[src/rtl/rs_opnd_trk_pkg.sv]
// Shared types and default sizes for the reservation-station operand tracker.
package rs_defs;

  localparam int NUM_SRC_DEF = 2;
  localparam int NUM_WB_DEF  = 2;
  localparam int DATA_W_DEF  = 64;
  localparam int ROBID_W_DEF = 5;

  typedef enum logic [1:0] {
    IDLE     = 2'd0,
    WAIT_SRC = 2'd1,
    READY    = 2'd2
  } t_rs_opnd_fsm;

  typedef struct packed {
    logic                   from_rob;
    logic [ROBID_W_DEF-1:0] robid;
  } t_rs_src_descr;

endpackage

[src/rtl/rs_opnd_trk_if.sv]
// Bundle of dispatch, ROB writeback and picker signals seen by one RS entry.
interface rs_opnd_trk_if
  import rs_defs::*;
#(
  parameter int NUM_SRC = NUM_SRC_DEF,
  parameter int NUM_WB  = NUM_WB_DEF,
  parameter int DATA_W  = DATA_W_DEF,
  parameter int ROBID_W = ROBID_W_DEF
);
  // No backpressure: alloc, wb and issue are single-cycle pulses qualified only by
  // their own enable bit; the entry reports occupancy on valid and eligibility on
  // ready_rs1, both straight from flops.
  logic                        alloc_rs0;
  logic [ROBID_W-1:0]          alloc_robid_rs0;
  logic [NUM_SRC-1:0]          alloc_from_rob_rs0;
  logic [NUM_SRC*ROBID_W-1:0]  alloc_src_robid_rs0;
  logic [NUM_SRC*DATA_W-1:0]   regrd_data_rs0;
  logic [NUM_WB-1:0]           wb_valid_rb0;
  logic [NUM_WB*ROBID_W-1:0]   wb_robid_rb0;
  logic [NUM_WB*DATA_W-1:0]    wb_value_rb0;
  logic                        flush;
  logic                        issue_rs1;
  logic                        valid;
  logic                        ready_rs1;
  logic [NUM_SRC-1:0]          src_rdy;
  logic [NUM_SRC*DATA_W-1:0]   src_data;
  logic [ROBID_W-1:0]          e_robid;
  t_rs_opnd_fsm                state;

  modport master (
    output alloc_rs0, alloc_robid_rs0, alloc_from_rob_rs0, alloc_src_robid_rs0,
           regrd_data_rs0, wb_valid_rb0, wb_robid_rb0, wb_value_rb0, flush, issue_rs1,
    input  valid, ready_rs1, src_rdy, src_data, e_robid, state
  );

  modport slave (
    input  alloc_rs0, alloc_robid_rs0, alloc_from_rob_rs0, alloc_src_robid_rs0,
           regrd_data_rs0, wb_valid_rb0, wb_robid_rb0, wb_value_rb0, flush, issue_rs1,
    output valid, ready_rs1, src_rdy, src_data, e_robid, state
  );

endinterface

[src/rtl/rs_opnd_trk_src_slot.sv]
// One source operand: ready/data/producer flops, writeback snoop and alloc-cycle bypass.
module rs_src_slot
  import rs_defs::*;
#(
  parameter int NUM_WB  = NUM_WB_DEF,
  parameter int DATA_W  = DATA_W_DEF,
  parameter int ROBID_W = ROBID_W_DEF
) (
  input  logic                       clk,
  input  logic                       reset,
  input  logic                       alloc,
  input  logic                       kill,
  input  logic                       pending,
  input  logic                       from_rob,
  input  logic [ROBID_W-1:0]         alloc_robid,
  input  logic [DATA_W-1:0]          regrd_data,
  input  logic [NUM_WB-1:0]          wb_valid,
  input  logic [NUM_WB*ROBID_W-1:0]  wb_robid,
  input  logic [NUM_WB*DATA_W-1:0]   wb_value,
  output logic                       rdy,
  output logic                       rdy_nxt,
  output logic [DATA_W-1:0]          data
);

  t_rs_src_descr       descr_q, descr_d;
  logic [ROBID_W-1:0]  key;
  logic [NUM_WB-1:0]   match;
  logic                hit;
  logic [DATA_W-1:0]   hit_val;
  logic [DATA_W-1:0]   data_d;
  logic                snooping;

  // During alloc the incoming producer id is compared so a same-cycle wb is caught.
  assign key      = alloc ? alloc_robid : descr_q.robid;
  assign snooping = !kill && ((alloc && from_rob) || (pending && !rdy));

  always_comb begin
    match = '0;
    for (int j = 0; j < NUM_WB; j++)
      match[j] = wb_valid[j] && (wb_robid[j*ROBID_W +: ROBID_W] == key);
  end

  // Walk downwards so the lowest matching port is the last (winning) assignment.
  always_comb begin
    hit     = 1'b0;
    hit_val = '0;
    for (int j = NUM_WB - 1; j >= 0; j--) begin
      if (match[j]) begin
        hit     = 1'b1;
        hit_val = wb_value[j*DATA_W +: DATA_W];
      end
    end
  end

  always_comb begin
    rdy_nxt = rdy;
    data_d  = data;
    descr_d = descr_q;
    if (kill) begin
      rdy_nxt = 1'b0;
    end else if (alloc) begin
      descr_d.from_rob = from_rob;
      descr_d.robid    = alloc_robid;
      if (!from_rob) begin
        rdy_nxt = 1'b1;
        data_d  = regrd_data;
      end else if (hit) begin
        rdy_nxt = 1'b1;
        data_d  = hit_val;
      end else begin
        rdy_nxt = 1'b0;
      end
    end else if (pending && !rdy && hit) begin
      rdy_nxt = 1'b1;
      data_d  = hit_val;
    end
  end

  always_ff @(posedge clk) begin
    if (reset) begin
      rdy     <= 1'b0;
      data    <= '0;
      descr_q <= '0;
    end else begin
      rdy     <= rdy_nxt;
      data    <= data_d;
      descr_q <= descr_d;
    end
  end

  a_single_wb_match : assert property (@(posedge clk) disable iff (reset)
    snooping |-> ($countones(match) <= 1));

endmodule

[src/rtl/rs_opnd_trk.sv]
// RS entry: lifecycle FSM, uop ROB id, and per-source operand slots.
module rs_opnd_trk
  import rs_defs::*;
#(
  parameter int NUM_SRC = NUM_SRC_DEF,
  parameter int NUM_WB  = NUM_WB_DEF,
  parameter int DATA_W  = DATA_W_DEF,
  parameter int ROBID_W = ROBID_W_DEF
) (
  input  logic          clk,
  input  logic          reset,
  rs_opnd_trk_if.slave  bus
);

  t_rs_opnd_fsm               state_q, state_d;
  logic [ROBID_W-1:0]         e_robid_q;
  logic [NUM_SRC-1:0]         src_rdy_q, src_rdy_d;
  logic [NUM_SRC*DATA_W-1:0]  src_data_w;
  logic                       alloc_go, issue_go, kill;

  assign alloc_go = bus.alloc_rs0 && (state_q == IDLE) && !bus.flush;
  assign issue_go = bus.issue_rs1 && (state_q == READY) && !bus.flush;
  assign kill     = bus.flush || issue_go;

  for (genvar i = 0; i < NUM_SRC; i++) begin : g_src
    rs_src_slot #(
      .NUM_WB  (NUM_WB),
      .DATA_W  (DATA_W),
      .ROBID_W (ROBID_W)
    ) u_slot (
      .clk         (clk),
      .reset       (reset),
      .alloc       (alloc_go),
      .kill        (kill),
      .pending     (state_q == WAIT_SRC),
      .from_rob    (bus.alloc_from_rob_rs0[i]),
      .alloc_robid (bus.alloc_src_robid_rs0[i*ROBID_W +: ROBID_W]),
      .regrd_data  (bus.regrd_data_rs0[i*DATA_W +: DATA_W]),
      .wb_valid    (bus.wb_valid_rb0),
      .wb_robid    (bus.wb_robid_rb0),
      .wb_value    (bus.wb_value_rb0),
      .rdy         (src_rdy_q[i]),
      .rdy_nxt     (src_rdy_d[i]),
      .data        (src_data_w[i*DATA_W +: DATA_W])
    );
  end

  // The READY decision uses the slots' next-ready so ready_rs1 itself stays a flop.
  always_comb begin
    state_d = state_q;
    if (bus.flush) begin
      state_d = IDLE;
    end else if (issue_go) begin
      state_d = IDLE;
    end else if (alloc_go) begin
      state_d = (&src_rdy_d) ? READY : WAIT_SRC;
    end else if ((state_q == WAIT_SRC) && (&src_rdy_d)) begin
      state_d = READY;
    end
  end

  always_ff @(posedge clk) begin
    if (reset) begin
      state_q   <= IDLE;
      e_robid_q <= '0;
    end else begin
      state_q <= state_d;
      if (alloc_go) e_robid_q <= bus.alloc_robid_rs0;
    end
  end

  assign bus.valid     = (state_q != IDLE);
  assign bus.ready_rs1 = (state_q == READY);
  assign bus.src_rdy   = src_rdy_q;
  assign bus.src_data  = src_data_w;
  assign bus.e_robid   = e_robid_q;
  assign bus.state     = state_q;

  a_alloc_only_idle : assert property (@(posedge clk) disable iff (reset)
    bus.alloc_rs0 |-> (state_q == IDLE));
  a_issue_only_ready : assert property (@(posedge clk) disable iff (reset)
    bus.issue_rs1 |-> (state_q == READY));

endmodule
[src/flat_wrapper.sv]
// flat-port wrapper written by rule: the top's interface ports become plain ports
module rs_opnd_trk_flat import rs_defs::*;
#(
  parameter int NUM_SRC = NUM_SRC_DEF,
  parameter int NUM_WB  = NUM_WB_DEF,
  parameter int DATA_W  = DATA_W_DEF,
  parameter int ROBID_W = ROBID_W_DEF
)
  (clk, reset, bus_alloc_rs0, bus_alloc_robid_rs0, bus_alloc_from_rob_rs0, bus_alloc_src_robid_rs0, bus_regrd_data_rs0, bus_wb_valid_rb0, bus_wb_robid_rb0, bus_wb_value_rb0, bus_flush, bus_issue_rs1, bus_valid, bus_ready_rs1, bus_src_rdy, bus_src_data, bus_e_robid, bus_state);
  rs_opnd_trk_if #(.NUM_SRC(NUM_SRC), .NUM_WB(NUM_WB), .DATA_W(DATA_W), .ROBID_W(ROBID_W)) bus_i ();
  input  logic clk;
  input  logic reset;
  input wire logic [$bits(bus_i.alloc_rs0)-1:0] bus_alloc_rs0;
  input wire logic [$bits(bus_i.alloc_robid_rs0)-1:0] bus_alloc_robid_rs0;
  input wire logic [$bits(bus_i.alloc_from_rob_rs0)-1:0] bus_alloc_from_rob_rs0;
  input wire logic [$bits(bus_i.alloc_src_robid_rs0)-1:0] bus_alloc_src_robid_rs0;
  input wire logic [$bits(bus_i.regrd_data_rs0)-1:0] bus_regrd_data_rs0;
  input wire logic [$bits(bus_i.wb_valid_rb0)-1:0] bus_wb_valid_rb0;
  input wire logic [$bits(bus_i.wb_robid_rb0)-1:0] bus_wb_robid_rb0;
  input wire logic [$bits(bus_i.wb_value_rb0)-1:0] bus_wb_value_rb0;
  input wire logic [$bits(bus_i.flush)-1:0] bus_flush;
  input wire logic [$bits(bus_i.issue_rs1)-1:0] bus_issue_rs1;
  output wire logic [$bits(bus_i.valid)-1:0] bus_valid;
  output wire logic [$bits(bus_i.ready_rs1)-1:0] bus_ready_rs1;
  output wire logic [$bits(bus_i.src_rdy)-1:0] bus_src_rdy;
  output wire logic [$bits(bus_i.src_data)-1:0] bus_src_data;
  output wire logic [$bits(bus_i.e_robid)-1:0] bus_e_robid;
  output wire logic [$bits(bus_i.state)-1:0] bus_state;
  assign bus_i.alloc_rs0 = bus_alloc_rs0;
  assign bus_i.alloc_robid_rs0 = bus_alloc_robid_rs0;
  assign bus_i.alloc_from_rob_rs0 = bus_alloc_from_rob_rs0;
  assign bus_i.alloc_src_robid_rs0 = bus_alloc_src_robid_rs0;
  assign bus_i.regrd_data_rs0 = bus_regrd_data_rs0;
  assign bus_i.wb_valid_rb0 = bus_wb_valid_rb0;
  assign bus_i.wb_robid_rb0 = bus_wb_robid_rb0;
  assign bus_i.wb_value_rb0 = bus_wb_value_rb0;
  assign bus_i.flush = bus_flush;
  assign bus_i.issue_rs1 = bus_issue_rs1;
  assign bus_valid = bus_i.valid;
  assign bus_ready_rs1 = bus_i.ready_rs1;
  assign bus_src_rdy = bus_i.src_rdy;
  assign bus_src_data = bus_i.src_data;
  assign bus_e_robid = bus_i.e_robid;
  assign bus_state = bus_i.state;
  rs_opnd_trk #(.NUM_SRC(NUM_SRC), .NUM_WB(NUM_WB), .DATA_W(DATA_W), .ROBID_W(ROBID_W)) u_core (.clk(clk), .reset(reset), .bus(bus_i));
endmodule
[config.mk]
export PLATFORM = sky130hd
export DESIGN_NAME = rs_opnd_trk_flat
export DESIGN_NICKNAME = d
export VERILOG_FILES = /design/src/rtl/rs_opnd_trk_pkg.sv /design/src/rtl/rs_opnd_trk_if.sv /design/src/rtl/rs_opnd_trk_src_slot.sv /design/src/rtl/rs_opnd_trk.sv /design/src/flat_wrapper.sv
export SDC_FILE = /design/constraint.sdc
export NUM_CORES = 1
export LEC_CHECK = 0
export ABC_AREA = 0
export CAP_MARGIN = 0
export CORE_AREA = 3 3 164 166
export CTS_BUF_LIST = sky130_fd_sc_hd__clkbuf_8
export DETAILED_ROUTE_END_ITERATION = 8
export DIE_AREA = 0 0 167 169
export PLACE_DENSITY = 0.71
export SYNTH_ARGS = -nofsm -noshare
export SYNTH_HDL_FRONTEND = slang
export SYNTH_SLANG_ARGS = --single-unit
[constraint.sdc]
create_clock -name clk -period 3.9 [get_ports clk]
set_clock_uncertainty 0.05 [all_clocks]
set_input_delay 0.78 -clock clk [delete_from_list [all_inputs] [get_ports clk]]
set_output_delay 0.78 -clock clk [all_outputs]
set_load 0.01 [all_outputs]
### Metal 3

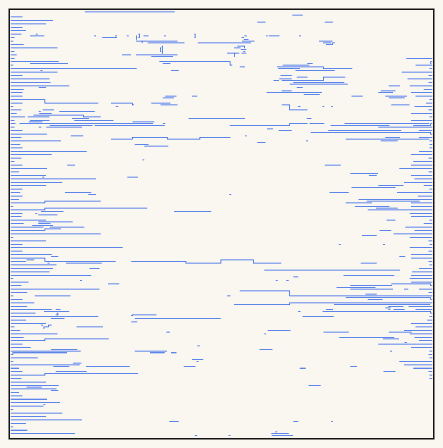
- wire length on this layer: 4120 µm
- main direction: horizontal

### Pin map

Pins as bars across the die edge, other pins in grey.
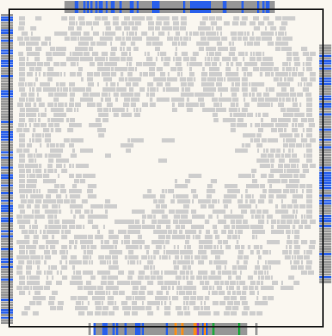
- green: bus_wb_valid_rb0 (pins 2; direction input; edge bottom)
- orange: bus_e_robid (pins 5; direction output; edge bottom)
- purple: bus_valid (pins 1; direction output; edge bottom)
- blue: bus_src_data (pins 128; direction output; edge 43 left, 39 top, 32 right, 14 bottom)

### Wiring by layer

Only two layers are drawn.
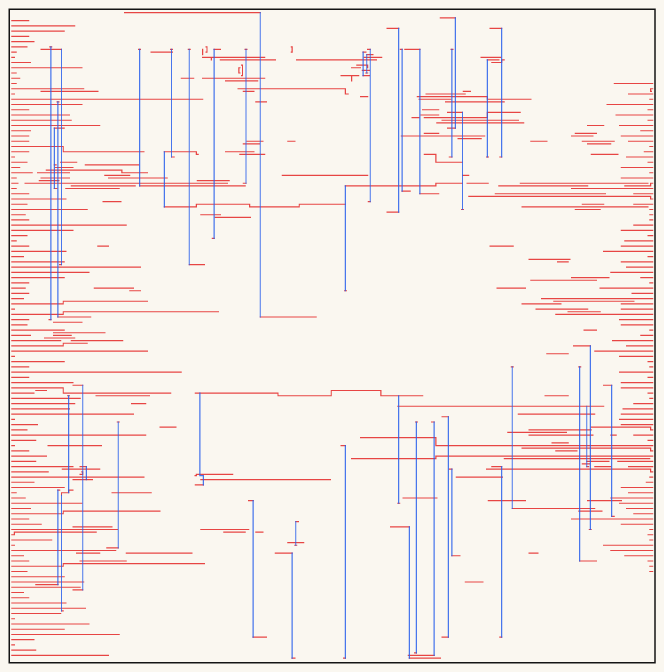
- red: M3 (wire length 4120 µm)
- blue: M4 (wire length 1640 µm)

### Congestion heat map

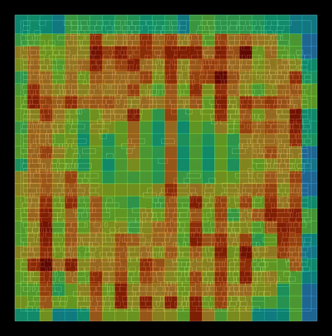
met1 Use GR: 33.6%
overall routing resource usage: 28.4%
GR peak layer: met2
met2 Use GR: 47.3%

==> CHANGELOG.md <==
### Metrics

* Cell Type Count at 48
* Logic pwr share at 22.6%
* Die H at 169 µm
* DRC viols at 0
* Type of destination of the critical path: flop
* Yosys xor share at 1.62%
* Cell count after synthesis at roughly 1100
* EDFF count, synth at 0
* Slowest stage delay, CP at 0.59 ns
* R2r setup slk at 0.75 ns
* Hold buffers post-CTS at 0
* Logic family by area: AND-OR/OR-AND gates
* FF-to-FF End: u_core.g_src[1].u_slot.data[1]
* First-pass GRT wire length at 64100 µm
* Design Power at 3.83 mW
* Area delta synth->final at 58.8%
* Hold path cells at 2
* Final WL at approximately 42000 µm
* Core Util, Final at 56.6%
* Inserted Diodes at 1
* R2r worst-path depth at 9
* Period utilization at 89.2%
* Non-clock buffer share of cell area at 34.8%
* OpenROAD warning count at 28
* Metal-1 WL at 16200 µm
* Top cell category: logic gates
* # clk buffers at 18
* Yosys Instances at approximately 1100
* Dominant Register Cell: dfxtp_1
* Gpl congestion at 0.907
* Filler cells at ~2300
* Crit start category: input port
* Top area cell types: dfxtp_1 (32%), nand4b_1 (12%), o41ai_2 (11%)
* Die Wd at 167 µm
* Final Critical Period at between 3 and 4 ns
* Clock share of power at 37.1%
* Non-Filler Instances at approximately 1800
* CTS tree: done
* Inverters, non-clock at 10
* Logic share of the area at between 30% and 40%
* Met3 wire len at approximately 4100 µm
* Die Size at 28200 µm²
* Worst Hold Path EP: u_core.bus.e_robid[3]
* Clock-net power at 1.42 mW
* Highest Signal Layer: met4
* Worst vdd ir at 149 µV
* Sw frac at approximately 29%
* I/O Buffers at between 400 and 500
* Biggest register: u_core.g_src.u_slot.data
* Dominant logic cell types in the final layout: clkdlybuf4s50_1 (427), dfxtp_1 (147), nor2_1 (143), nand4b_1 (128), nand2_1 (84)
* Sequential Power Share at 40.3%
* M3 GR Usage at 8.90%
* Max cap viols at 0
* CTS max path bufs at 2
* CP arrival at between 3 and 4 ns
* Antenna violations before repair at 1
* P_int at between 2 and 3 mW
* Rel. slew slack at about 35%
* Routed len/inst at around 23 µm
* Top-Level Pins at 429
* Top pwr grp: sequential cells
* RR Startpoint: u_core.bus.state[1]
* Mux area share at 0.654%
* Pre-Place Util at 35.6%
* Drt via density at 6.07
* Placed inst area at 14100 µm²
* Signal buffers at 499
* CP Capture Point: u_core.g_src[1].u_slot.data[1]
* Mean Syn Cell Area at 8.56 µm²
* WS Path Type: in -> reg
* Worst Path Max Fanout at ~64
* Simple-gate share of the synthesized area at 27.9%
* Max-slew violation count at 0
* Hold Worst Slack at 0.408 ns
* CP bufs+invs at 3
* Synth Area in Adders at 0%
* Logic power comb at about 0.86 mW
* Levels on crit path at 10
* Highest-delay cell along the critical path: or4b_1
* Via count at 10900
* Final hold violations at 0
* Routed Antenna Nets at 0
* Seq power at 1.55 mW
* Fin area at 14600 µm²
* CP Cell Sequence: clkdlybuf4s50_1 -> or4b_1 -> a2111oi_2 -> nor2_1 -> nor4_4 -> buf_4 -> o211ai_1 -> buf_4 -> nand4b_1 -> o21ai_1
* DP Cell Count at 1765
* N_taps at 335
* Commonest Layout Cell: clkdlybuf4s50_1
* YS chip area at 9180 µm²
* Setup_tns at 0 ns
* Count of multi-input gates at around 770
* Setup Fix Bufs, Post-CTS at 0
* Crit path required time at 4.20 ns
* Yosys reg bits at about 150
* Synth Warn # at 0
* Async SR Flop Fraction at 0%
* Worst hold path type: reg -> reg
* Clk slew on worst S/H paths at 0.09 ns
* Top cells by count: dfxtp_1 (147), nor2_1 (144), nand4b_1 (128)
* Most common cell in the netlist: dfxtp_1
* Hold_sp: u_core.bus.e_robid[3]
* ClkCell Share at 3.07%
* Status: finished, final reports clean
* Setup crit start: bus_alloc_rs0
* Psw at around 1.1 mW
* Fmax at approximately 290 MHz
* Initial DRC count at 976
* Sequential share of cell area at roughly 20%
* Hpwl dp at 28800 µm
* Worst slew pin tran at 0.969 ns
Power figures rest on the tool's default switching activity, not on a simulated workload.
